==> config.mk <==
export PLATFORM = sky130hd
export DESIGN_NAME = alarm_ctrl
export DESIGN_NICKNAME = d
export VERILOG_FILES = /design/src/rtl/alarm_ctrl.sv
export SDC_FILE = /design/constraint.sdc
export NUM_CORES = 1
export LEC_CHECK = 0
export ABC_AREA = 1
export CAP_MARGIN = 40
export CORE_UTILIZATION = 40
export CTS_CLUSTER_SIZE = 25
export DETAILED_ROUTE_END_ITERATION = 6
export GPL_ROUTABILITY_DRIVEN = 0
export PLACE_DENSITY = 0.68
export SKIP_LAST_GASP = 1
export SLEW_MARGIN = 20
export SYNTH_ARGS = -nofsm -noshare
export SYNTH_HDL_FRONTEND = slang
export SYNTH_SLANG_ARGS = --single-unit
export TNS_END_PERCENT = 50
==> constraint.sdc <==
create_clock -name clk -period 1.75 [get_ports clk]
set_input_delay 0.35 -clock clk [delete_from_list [all_inputs] [get_ports clk]]
set_output_delay 0.35 -clock clk [all_outputs]
set_load 0.05 [all_outputs]
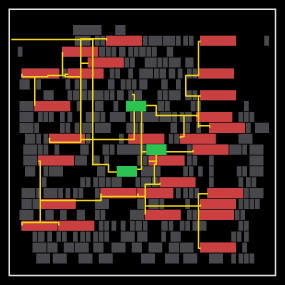
Fig. 1. Routed clock nets over the placement.
Drawn at 4 px/um.
Key: clock wires = yellow [length 355 um]; flip-flops = red [count 28]; clock-net drivers = green [count 3]
There are 4 routed clock nets.
part of the total power dissipated in the clock network: 0.208
clk_skew: 0.0105 ns
clock network power: 363 uW
clock insertion delay at the later pin of the skew report: 0.27 ns

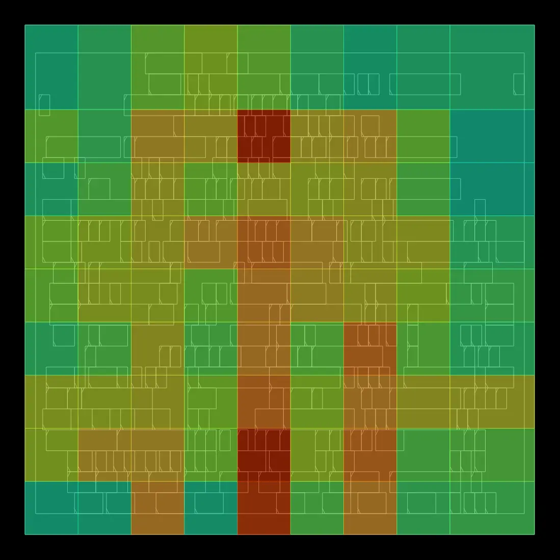
Fig. 2. Routing congestion map.
average wire length per cell after detail routing: 10.5 um
GR Layer Usage met3: 0.0241
GR Layer Usage met2: 0.318
Overall Global Routing Usage: 0.189
busiest layer in global routing: met2

==> impl_metrics.ini <==
; physical design summary
[die]
core_util_floorplan = 0.434
boundaryPins = 50
die_width_um = 66.2

[critical_path]
path_cells = clkdlybuf4s50_1 -> inv_1 -> nand2_1 -> nand2_1 -> nor2_1 -> nand3_2 -> nand3_1 -> nand2_4 -> nand2_4 -> nand2_1 -> nand2_1
timing.critical_path.depth = 11
critical_path.n_buffers_inverters = 2
kind_of_launch_point_of_the_worst_setup_path = input port
crit_top_cell = sky130_fd_sc_hd__nand2_1
critical_path.max_stage_delay_ns = 0.51
timing.critical_path.arrival_ns = 1.83
critPathTopFamily = simple AND/OR/NAND/NOR gates
worst-endpoint-required_ns = 1.97

[logic_synthesis]
postSynthCellCount = 239
synth_top_cell_by_area = sky130_fd_sc_hd__dfrtp_1
ys_cells = 239
synth-edff-count = 0
yosys_warnings = 0
synth.area.mux_share = 0
synthSimpleGateAreaFrac = 0.390
postSynth.topFlopCell = sky130_fd_sc_hd__dfrtp_1
ys_area_sq_um = 1650
synth.top_cell.area_share = 0.425
synth_area_sq_um = 1650
synth.cells.most_frequent = sky130_fd_sc_hd__nand2_1 (85), sky130_fd_sc_hd__inv_1 (36), sky130_fd_sc_hd__nor2_1 (33), sky130_fd_sc_hd__dfrtp_1 (28), sky130_fd_sc_hd__nand3_1 (17)
yosys.area_share.xor_xnor = 0.0372
synth-async-reset-ratio = 1.00
yosys.area_share.aoi = 0.0349
synth-adder-area-share = 0.00759
top_cell = sky130_fd_sc_hd__nand2_1

[pwr]
cellLeakagePower_uw = 0.00117
switching_power_uw = 656
pwr_total_uw = 1750
power.combinational.fraction = 0.363
power.share.sequential = 0.430
seq_power_uw = 751
p_sw_frac = 0.375
p_per_area_nw_per_um2 = 786
powerComb_uw = 634
power_leader = registers
ir_drop_mv = 0.469

[clock_tree]
max-clock-path-buffers = 2
htree_levels = 1
ctsResizeCount = 0
cts_root_buffer = sky130_fd_sc_hd__clkbuf_8
cts_sinks = 28

[finish]
layout-drive-gt1-share = 0.117
filler_free_cell_count_of_the_finished_design = 338
most_common_cell_after_layout_fill_and_taps_aside = sky130_fd_sc_hd__nand2_1
multi_input_comb_cells = 171
nets = 326
sequential_cell_area_sq_um = 702
buf_share = 0.216
diodes = 0
final_core_util = 0.586
flops = 28
num-nonclk-inverters = 37
final.fill_count = 377
nonClockBufferCount = 50

[global_route]
globalRouteOverflowTotal = 0
global_route_track_usage_on_met1 = 0.244
grt_first_pass_wirelength_um = 6270
grt_max_degree = 29

[sta]
post-route-worst-setup-slack_ns = 0.143
tns_ns = 0
grt_setup_unrepaired = no
final_period_minus_worst_setup_slack_ns = 1.61
fmaxAchievable_ghz = 0.622
final-hold-violation-count = 0
timing_max_transition_violations_final = 0
setup_viol = 0

[place]
dpl.hpwl_um = 2760
dp_cells = 334
place.port_buffers = 46
placedInstanceArea_sq_um = 2170

[drt]
drt-pass1-iter-count = 4
initialDrtViolationCount = 49
route.vias.total = 1523
detail_route_met2_wl_um = 1670
detail-route-antenna-nets = 0
detail_route.vias_per_cell = 4.51
routed.top_layer = met4

[worst_hold_path]
hold_path.class = input port to asynchronous set/reset pin

[run_status]
status = finished, final reports clean

[job]
max_cap_viol = 0
Power and IR drop assume default switching activity.
